## src/rtl/seven_segment_pkg.sv

```systemverilog
// seven_segment_pkg: shared hex font and segment bit positions
// for the multiplexed seven-segment scanner.
package seven_segment_pkg;

  localparam int SEG_DP = 7;
  localparam int SEG_A  = 6;
  localparam int SEG_B  = 5;
  localparam int SEG_C  = 4;
  localparam int SEG_D  = 3;
  localparam int SEG_E  = 2;
  localparam int SEG_F  = 1;
  localparam int SEG_G  = 0;

  // active-high, bit 6 = a ... bit 0 = g; b and d lowercase
  localparam logic [6:0] FONT [16] = '{
    7'h7E, 7'h30, 7'h6D, 7'h79,
    7'h33, 7'h5B, 7'h5F, 7'h70,
    7'h7F, 7'h7B, 7'h77, 7'h1F,
    7'h4E, 7'h3D, 7'h4F, 7'h47
  };

endpackage

```

## src/rtl/seg_font_decode.sv

```systemverilog
// seg_font_decode: nibble to active-high abcdefg pattern.
// Purely combinational; the parent applies output polarity.
module seg_font_decode
  import seven_segment_pkg::*;
(
  input  logic [3:0] nibble,
  output logic [6:0] seg
);

  assign seg = FONT[nibble];

endmodule

```

## src/rtl/seven_segment_scanner.sv

```systemverilog
// seven_segment_scanner: time-multiplexed hex display driver with
// frame-latched data, leading-zero suppression and PWM brightness.
module seven_segment_scanner
  import seven_segment_pkg::*;
#(
  parameter int DIGITS         = 4,
  parameter int DIV            = 1024,
  parameter int BRIGHT_W       = 4,
  parameter int SEG_ACTIVE_LOW = 1,
  parameter int AN_ACTIVE_LOW  = 1
) (
  input  logic                  clk,
  input  logic                  rst_n,
  input  logic [4*DIGITS-1:0]   value,
  input  logic [DIGITS-1:0]     dp,
  input  logic [DIGITS-1:0]     blank,
  input  logic                  lz_en,
  input  logic [BRIGHT_W-1:0]   brightness,
  output logic [7:0]            segments,
  output logic [DIGITS-1:0]     anodes,
  output logic                  frame_done
);

  localparam int CW = (DIV > 1) ? $clog2(DIV) : 1;
  localparam int IW = (DIGITS > 1) ? $clog2(DIGITS) : 1;

  localparam logic [CW-1:0] CMAX = CW'(DIV - 1);
  localparam logic [IW-1:0] IMAX = IW'(DIGITS - 1);
  localparam logic [CW-1:0] STEP = CW'(DIV / (2 ** BRIGHT_W));

  localparam logic [7:0] SEG_OFF =
    (SEG_ACTIVE_LOW != 0) ? 8'hFF : 8'h00;
  localparam logic [DIGITS-1:0] AN_OFF =
    (AN_ACTIVE_LOW != 0) ? {DIGITS{1'b1}} : '0;

  logic [CW-1:0]         cnt;
  logic [IW-1:0]         idx;
  logic [4*DIGITS-1:0]   value_sh;
  logic [DIGITS-1:0]     dp_sh;
  logic [DIGITS-1:0]     blank_sh;
  logic                  lz_sh;
  logic                  loaded;

  logic                  slot_end;
  logic                  wrap;

  assign slot_end = (cnt == CMAX);
  assign wrap     = slot_end && (idx == IMAX);

  // scan timing and frame-latched shadows
  always_ff @(posedge clk or negedge rst_n) begin
    if (!rst_n) begin
      cnt      <= '0;
      idx      <= '0;
      value_sh <= '0;
      dp_sh    <= '0;
      blank_sh <= '0;
      lz_sh    <= 1'b0;
      loaded   <= 1'b0;
    end else begin
      cnt <= slot_end ? '0 : cnt + CW'(1);
      if (slot_end) begin
        idx <= (idx == IMAX) ? '0 : idx + IW'(1);
      end
      if (wrap) begin
        value_sh <= value;
        dp_sh    <= dp;
        blank_sh <= blank;
        lz_sh    <= lz_en;
        loaded   <= 1'b1;
      end
    end
  end

  logic [DIGITS-1:0] supp;
  logic              zrun;

  // a digit is suppressed while every digit above it is a bare zero
  always_comb begin
    supp = '0;
    zrun = lz_sh;
    for (int i = DIGITS - 1; i >= 1; i--) begin
      zrun = zrun
        && (value_sh[4*i +: 4] == 4'h0)
        && !dp_sh[i];
      supp[i] = zrun;
    end
  end

  logic [3:0]        nib;
  logic              cur_dp;
  logic              cur_off;
  logic [DIGITS-1:0] onehot;

  always_comb begin
    nib     = 4'h0;
    cur_dp  = 1'b0;
    cur_off = 1'b0;
    onehot  = '0;
    for (int i = 0; i < DIGITS; i++) begin
      if (int'(idx) == i) begin
        nib       = value_sh[4*i +: 4];
        cur_dp    = dp_sh[i];
        cur_off   = blank_sh[i] | supp[i];
        onehot[i] = 1'b1;
      end
    end
  end

  logic [6:0] font;

  seg_font_decode u_font (
    .nibble (nib),
    .seg    (font)
  );

  logic [CW-1:0] duty;
  logic          lit;
  logic          en;
  logic [7:0]    seg_hi;

  assign duty = CW'(brightness) * STEP;
  assign lit  = loaded && !cur_off;
  // cnt == 0 is the dark guard between digits
  assign en   = lit && (cnt != '0) && (cnt <= duty);

  always_comb begin
    seg_hi = 8'h00;
    if (lit) begin
      seg_hi[SEG_DP]      = cur_dp;
      seg_hi[SEG_A:SEG_G] = font;
    end
  end

  always_ff @(posedge clk or negedge rst_n) begin
    if (!rst_n) begin
      segments   <= SEG_OFF;
      anodes     <= AN_OFF;
      frame_done <= 1'b0;
    end else begin
      segments   <= seg_hi ^ SEG_OFF;
      anodes     <= (en ? onehot : '0) ^ AN_OFF;
      frame_done <= wrap;
    end
  end

endmodule

```

## config.mk

```make
export PLATFORM = sky130hd
export DESIGN_NAME = seven_segment_scanner
export DESIGN_NICKNAME = d
export VERILOG_FILES = /design/src/rtl/seven_segment_pkg.sv /design/src/rtl/seg_font_decode.sv /design/src/rtl/seven_segment_scanner.sv
export SDC_FILE = /design/constraint.sdc
export NUM_CORES = 1
export LEC_CHECK = 0
export CORE_MARGIN = 1
export CORE_UTILIZATION = 45
export DETAILED_ROUTE_END_ITERATION = 8
export PLACE_DENSITY = 0.69
export SETUP_SLACK_MARGIN = 0.5
export SYNTH_ARGS = -nofsm -noshare
export SYNTH_HDL_FRONTEND = slang
export SYNTH_SLANG_ARGS = --single-unit
```

## constraint.sdc

```tcl
create_clock -name clk -period 5 [get_ports clk]
set_input_delay 1 -clock clk [delete_from_list [all_inputs] [get_ports clk]]
set_output_delay 1 -clock clk [all_outputs]
set_load 0.05 [all_outputs]
```

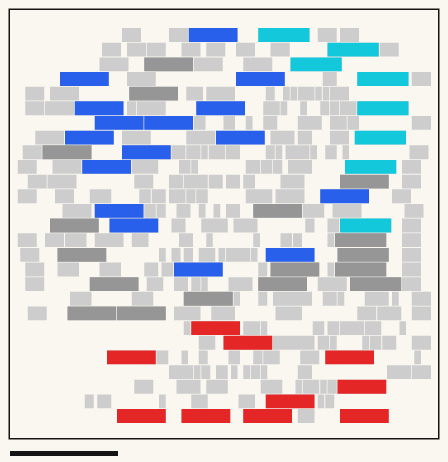
(images/registers.png)
Bar = 20 microns. Other sequential cells in the stronger gray, the rest of the logic in the fainter gray.
value_sh: shown in blue, flops 16. cnt: shown in red, flops 10. segments: shown in cyan, flops 8, where upper right.

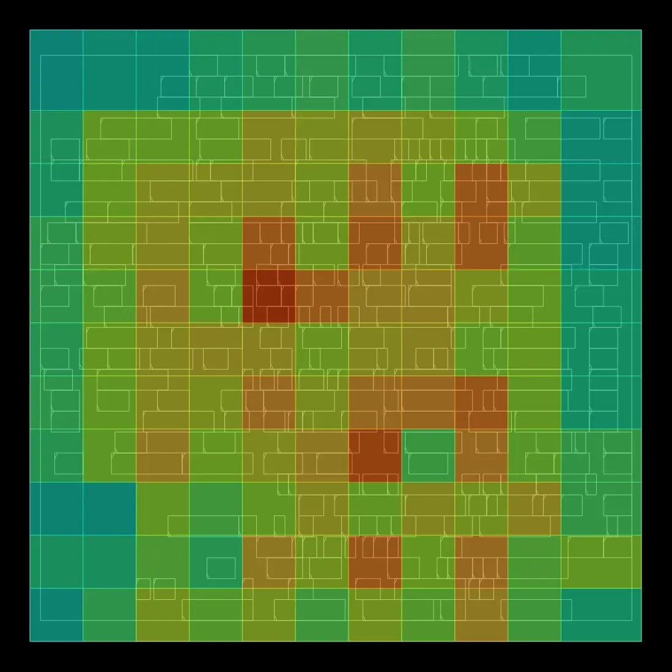
(images/final_congestion.png)
met3 Resource Use GR: 3.54%
GRT Total Usage: 17.2%
GRT busiest layer: met1
WL/cell: 14.6 microns
GR Layer Usage met2: 25.3%

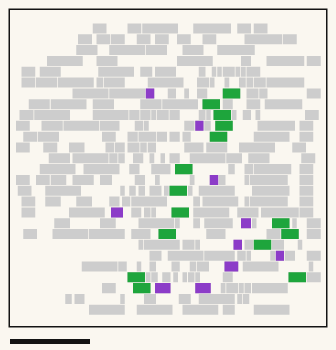
(images/gate_families.png)
Bar = 20 microns.
AND and OR gates: shown in purple, cells 10. adder and majority cells: shown in green, cells 15.

==> flow_summary.ini <==
; flow metrics
[pwr]
seqPwrFrac_pct = 60.5
pg_seq_uw = 413
pwr-share-clk_pct = 34.4
p_clk_uw = 234
leakagePower_uw = 0.00144
maxPowerGroup = sequential cells
power_frac_comb_pct = 5.1
combinationalPower_uw = 34.5
switchingPower_uw = 149
power_uw = 682
power_density_mw_per_mm2 = 211
internal_power_uw = 533

[drt]
drt_iter0_markers = 51
dr.max_layer_used = met4
wl_met1_mm = 2.55
drt.antenna.violating_nets = 0
remaining_drc_errors = 0
wl_met3_microns = 211
wl_met2_mm = 2.18
viasPerCell = 5.33
vias = 1819
dr.pass1.iters = 4

[finish]
top_register = value_sh
regArea_sq_mm = 0.00129
final_common_cell = clkdlybuf4s50_1
syn2layout_area_growth_pct = 19.8
buffer_area_share_pct = 13.4
logic_gate_count = 152
nNetsFinal = 314
instances_no_fill = 341
n_clock_buffer = 6
seq_share_pct = 39.9
dominant_cells = sequential cells
final_util_pct = 57.3
mostFrequentLayoutCells = clkdlybuf4s50_1, dfrtp_1, mux2_4, ha_1
largest_register_ffs = 16
reg_top3 = value_sh: 16 flops, cnt: 10 flops, segments: 8 flops
clock_area_share_pct = 2.63
comb_area_sq_mm = 0.00128
drive_gt1_share_pct = 20.1
flops = 51
diodes = 0

[logic_synthesis]
synth_chip_area_sq_mm = 0.00270
syn_area_sq_mm = 0.00270
synth-xor-area-share_pct = 2.27
common_cells = dfrtp_1, mux2_4, ha_1
yosysUniqueCellTypes = 52
syn_nets = 271
synthTopLogicFamily = simple AND/OR/NAND/NOR gates
async_reset_ff_share_pct = 100
ys_sh_aoi_pct = 10.8
ys_seq_share_pct = 47.8
synth.area.top_cells = dfrtp_1, dfstp_2, mux2_4
top_cell = dfrtp_1
simple_gate_area_share_pct = 14.4
yosysTopAreaCell = dfrtp_1
yosys.area.top_type_share_pct = 36.2
yosys_warnings = 0
yosysCellCount = 225
ys_ff = 51

[sta]
rsz0062_at_grt = no
fin_crit_ns = 2.62
skew_ns = 0.0116
relSlewSlack_pct = 40.8
whs_ns = 0.481
max_freq_mhz = 381
setup_ws_ns = 2.38
tightestPinTransition_ns = 0.887
fin_tns_setup_ns = 0
hold_viol_final = 0
maxSlewViolCount = 0

[job]
maxCapViolCount = 0
warning_count = 34

[grt]
grt_max_degree = 52
antenna_found_initial = 0
overflow = 0
grt_pass1_wl_mm = 8.34
use_met1_pct = 25.4
first_global_vias = 1741

[clock_network]
cts_tree = done
cts-hold-fix-buffers = 0
root_buffer = clkbuf_8
cts.sinks = 51
path_clk_slew_ns = 0.10
ctsResizeCount = 0
cts_buffers = 5
post_cts_buffers = 0
ctsHtreeMaxLevel = 2
clock_path_buffers = 2

[floorplanning]
rows = 27
die-width_microns = 79.4
die_height_microns = 79.4
tapCellCount = 72
fp_util_pct = 47.8
dieArea_sq_mm = 0.00631
pin_count = 44

[critical_path]
cp-endpoint = segments[3]
start_kind = register
crit_path_start = segments[3]
arrival_ns = 1.62
r2r-end = segments[5]
r2r_start = idx[1]
cp_data_required_time_ns = 4.00
critPathMaxFanout = 1
worst-path-buf-inv = 1
cp-end-kind = output port
reg2reg_depth = 9
cp.depth = 1
cp_cell_sequence = clkdlybuf4s50_1
max_stage_delay_ns = 0.79

[worst_hold_path]
whs_endpoint = loaded
min_from = loaded
hold_path_class = register to register
hold_depth = 1

[placed_design]
routabilityCongestion = 0.763
port_buffers = 43
dp_hpwl_mm = 3.54
pre_cts_ws_ns = 2.10
dpl-instance-area_sq_mm = 0.00315
dp_cells = 333

[outcome]
outcome = complete, no violations
Power figures rest on the tool's default switching activity, not on a simulated workload.
